## config.mk

```make
export PLATFORM = sky130hd
export DESIGN_NAME = spi_cmd_decoder
export DESIGN_NICKNAME = d
export VERILOG_FILES = /design/src/rtl/spi_cmd_decoder.sv
export SDC_FILE = /design/constraint.sdc
export NUM_CORES = 1
export LEC_CHECK = 0
export ABC_AREA = 1
export CAP_MARGIN = 20
export CELL_PAD_IN_SITES_DETAIL_PLACEMENT = 0
export CELL_PAD_IN_SITES_GLOBAL_PLACEMENT = 2
export CORE_MARGIN = 1.5
export CORE_UTILIZATION = 37
export DETAILED_ROUTE_END_ITERATION = 8
export PLACE_DENSITY_LB_ADDON = 0.1
export RECOVER_POWER = 25
export SLEW_MARGIN = 20
export SYNTH_ARGS = -nofsm -noshare
export SYNTH_HDL_FRONTEND = slang
export SYNTH_SLANG_ARGS = --single-unit
export TNS_END_PERCENT = 100
```

## constraint.sdc

```tcl
create_clock -name clk -period 4.3 [get_ports clk]
set_clock_uncertainty 0.05 [all_clocks]
set_input_delay 0.645 -clock clk [delete_from_list [all_inputs] [get_ports clk]]
set_output_delay 0.645 -clock clk [all_outputs]
set_load 0.03 [all_outputs]
```

## src/rtl/spi_cmd_decoder.sv

```systemverilog
// SPI mode-0 slave front end: oversampled byte assembly and packet decode
// into sprite RAM and display register write strobes.
module spi_cmd_decoder #(
  parameter int ADDR_W      = 16,
  parameter int REG_IDX_W   = 4,
  parameter int TIMEOUT_CYC = 4096
) (
  input  logic                 clk,
  input  logic                 reset_b,
  input  logic                 sck,
  input  logic                 mosi,
  output logic                 wr_en,
  output logic [ADDR_W-1:0]    wr_addr,
  output logic [7:0]           wr_data,
  output logic                 reg_we,
  output logic [REG_IDX_W-1:0] reg_idx,
  output logic [7:0]           reg_data,
  output logic                 rx_err
);

  localparam int TMO_W = $clog2(TIMEOUT_CYC + 1);

  typedef enum logic [2:0] {
    S_OPCODE,
    S_ADDR_HI,
    S_ADDR_LO,
    S_PIX_DATA,
    S_REG_IDX,
    S_REG_DATA,
    S_DISCARD
  } state_e;

  state_e               state_q;
  logic [2:0]           sck_q;
  logic [1:0]           mosi_q;
  logic [7:0]           shift_q, shift_d;
  logic [2:0]           bcnt_q, bcnt_d;
  logic                 done_q, done_d;
  logic [TMO_W-1:0]     tmo_q, tmo_d;
  logic [7:0]           hi_q;
  logic [ADDR_W-1:0]    addr_q;
  logic [REG_IDX_W-1:0] idx_q;

  logic                 wr_en_q;
  logic [ADDR_W-1:0]    wr_addr_q;
  logic [7:0]           wr_data_q;
  logic                 reg_we_q;
  logic [REG_IDX_W-1:0] reg_idx_q;
  logic [7:0]           reg_data_q;
  logic                 rx_err_q;

  logic sck_rise;
  logic tmo_hit;
  logic tmo_err;
  logic mid_pkt;

  assign sck_rise = sck_q[1] & ~sck_q[2];

  // Fires once, on the cycle the idle counter would reach saturation.
  assign tmo_hit = !sck_rise &&
                   (tmo_q == TMO_W'(TIMEOUT_CYC - 1));

  assign mid_pkt = (state_q == S_ADDR_HI) ||
                   (state_q == S_ADDR_LO) ||
                   (state_q == S_REG_IDX) ||
                   (state_q == S_REG_DATA);

  assign tmo_err = tmo_hit && ((bcnt_q != 3'd0) || mid_pkt);

  always_comb begin
    shift_d = shift_q;
    bcnt_d  = bcnt_q;
    done_d  = 1'b0;
    tmo_d   = tmo_q;
    if (sck_rise) begin
      shift_d = {shift_q[6:0], mosi_q[1]};
      bcnt_d  = bcnt_q + 3'd1;
      done_d  = (bcnt_q == 3'd7);
      tmo_d   = '0;
    end else begin
      if (tmo_q != TMO_W'(TIMEOUT_CYC))
        tmo_d = tmo_q + 1'b1;
      if (tmo_hit)
        bcnt_d = '0;
    end
  end

  always_ff @(posedge clk or negedge reset_b) begin
    if (!reset_b) begin
      state_q    <= S_OPCODE;
      sck_q      <= '0;
      mosi_q     <= '0;
      shift_q    <= '0;
      bcnt_q     <= '0;
      done_q     <= 1'b0;
      tmo_q      <= '0;
      hi_q       <= '0;
      addr_q     <= '0;
      idx_q      <= '0;
      wr_en_q    <= 1'b0;
      wr_addr_q  <= '0;
      wr_data_q  <= '0;
      reg_we_q   <= 1'b0;
      reg_idx_q  <= '0;
      reg_data_q <= '0;
      rx_err_q   <= 1'b0;
    end else begin
      sck_q    <= {sck_q[1:0], sck};
      mosi_q   <= {mosi_q[0], mosi};
      shift_q  <= shift_d;
      bcnt_q   <= bcnt_d;
      done_q   <= done_d;
      tmo_q    <= tmo_d;
      wr_en_q  <= 1'b0;
      reg_we_q <= 1'b0;
      rx_err_q <= 1'b0;
      if (tmo_hit) begin
        state_q  <= S_OPCODE;
        rx_err_q <= tmo_err;
      end else if (done_q) begin
        unique case (state_q)
          S_OPCODE: begin
            if (shift_q == 8'h01) begin
              state_q <= S_ADDR_HI;
            end else if (shift_q == 8'h02) begin
              state_q <= S_REG_IDX;
            end else begin
              state_q  <= S_DISCARD;
              rx_err_q <= 1'b1;
            end
          end
          S_ADDR_HI: begin
            hi_q    <= shift_q;
            state_q <= S_ADDR_LO;
          end
          S_ADDR_LO: begin
            addr_q  <= ADDR_W'({hi_q, shift_q});
            state_q <= S_PIX_DATA;
          end
          S_PIX_DATA: begin
            wr_en_q   <= 1'b1;
            wr_addr_q <= addr_q;
            wr_data_q <= shift_q;
            addr_q    <= addr_q + 1'b1;
          end
          S_REG_IDX: begin
            idx_q   <= shift_q[REG_IDX_W-1:0];
            state_q <= S_REG_DATA;
          end
          S_REG_DATA: begin
            reg_we_q   <= 1'b1;
            reg_idx_q  <= idx_q;
            reg_data_q <= shift_q;
            state_q    <= S_OPCODE;
          end
          S_DISCARD: begin
            state_q <= S_DISCARD;
          end
          default: begin
            state_q <= S_OPCODE;
          end
        endcase
      end
    end
  end

  assign wr_en    = wr_en_q;
  assign wr_addr  = wr_addr_q;
  assign wr_data  = wr_data_q;
  assign reg_we   = reg_we_q;
  assign reg_idx  = reg_idx_q;
  assign reg_data = reg_data_q;
  assign rx_err   = rx_err_q;

endmodule

```

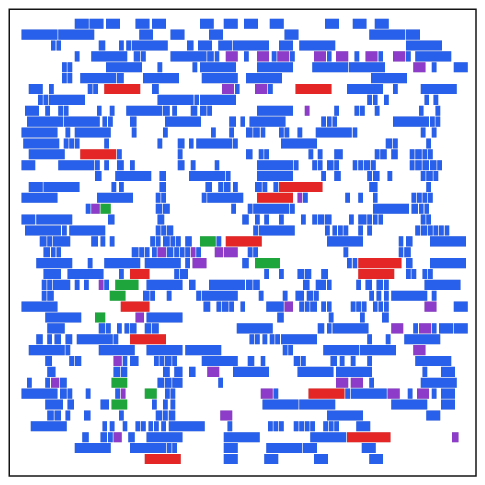
(images/sizing.png)
Drawn at 4 px/µm.
red -> x6 and larger  # cells 14, most used clkbuf_16
blue -> x1 and smaller  # cells 557, most used nand2_1
green -> x3 and x4  # cells 9
purple -> x2  # cells 37, most used o21ai_2
area delta synth->final: 18.5%
Buffers, non-clock: 44
Setup WS post-layout: 2050 ps
cell area after layout: 0.00563 mm²

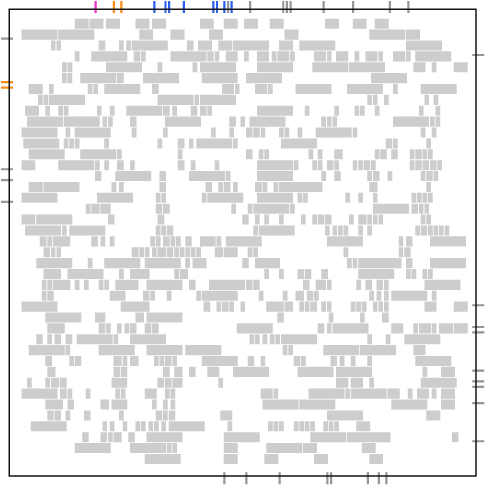
(images/pinout.png)
Drawn at 4 px/µm. Pins as bars across the die edge, other pins in grey.
blue -> `reg_data`  # pins 8, direction output, edge north
orange -> `reg_idx`  # pins 4, direction output, edge 2 west, 2 north
magenta -> `reg_we`  # pins 1, direction output, edge north
all pins by edge = 20 north, 9 east, 8 south, 6 west
Buffers on Ports: 42
Die H: 116 µm
Die X: 116 µm

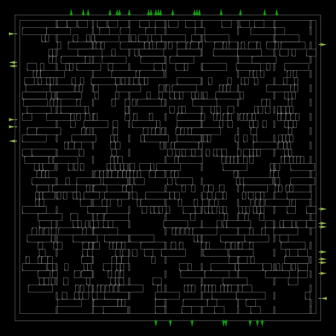
(images/placed.png)
row count: 41
Post-Route Utilization: 44.8%
Tap Cells: 172
filler cell count in the final layout: 1,290
flop share of the area: 44.4%

==> impl_metrics.ini <==
; implementation run metrics
[timing]
finalSetupViolations = 0
post-route-min-period_ps = 2250
slew_headroom_pct = -35.0
max_freq_mhz = 444
tightestPinTransition_ps = 2030
slew_viol_final = 80
whs_ps = 298

[worst_setup_path]
crit_arrival_ps = 2490
critPathBufInv = 3
cp-end-kind = flip-flop
max_stage_delay_ps = 520
r2r_setup_slack_ps = 2050
worst_path_max_delay_cell = nand3_4
cp.depth = 8
cp.required_ps = 4540

[power]
power.internal_uw = 1680
largestPowerGroup = sequential cells
leakage_uw = 0.00275
comb_power_share_pct = 13.6
switching_power_uw = 641
pg_clk_uw = 933
clkPwrFrac_pct = 40.2

[grt]
antenna_found_initial = 0
met1_usage_pct = 24.3
grt_pass1_wl_mm = 18.8
track_usage_pct = 18.4
grt_use_met3_pct = 3.89

[logic_synthesis]
ys_sh_mux_pct = 0
simple_gate_share_pct = 27.8
ys_types = 32
edf_count = 0
topCellsByArea = dfrtp_1 53%, nand2_1 16%, inv_1 4.4%, nand3_1 4.1%, o21ai_2 3.9%
yosysMostFrequentCell = nand2_1
netlist_instances = 573
synthesis.nets = 583
xor_share_pct = 0
yosysTopAreaCell = dfrtp_1

[routing]
drt-met1-wl_mm = 5.23
met3WireLength_um = 402
drt_pre_antenna_iters = 7
highest_layer = met4

[final_layout]
clk_share_pct = 6.00
drive_gt1_share_pct = 9.72
mostFrequentLayoutCell = nand2_1
clockBufferCount = 10
multiInputCombCellCount = 398
buf_share_pct = 7.64
seq_area_mm2 = 0.00250
dominant-cell-class = flip-flops and latches

[die]
pin_count = 43
core_mm2 = 0.0126
dieArea_mm2 = 0.0135

[min_path]
min_to = mosi_q[1]$_DFF_PN0_
hold_class = reg -> reg

[clock_network]
clkSlewWorstSetupHoldPaths_ps = 70
htree_levels = 3
cts_resized = 0
root_buffer = clkbuf_16
holdBufCountCts = 0

[job]
cap_violations = 1

[run_status]
violations = capacitance limit, slew limit
status = complete, but fails checks

[placement]
placedCellCount = 775
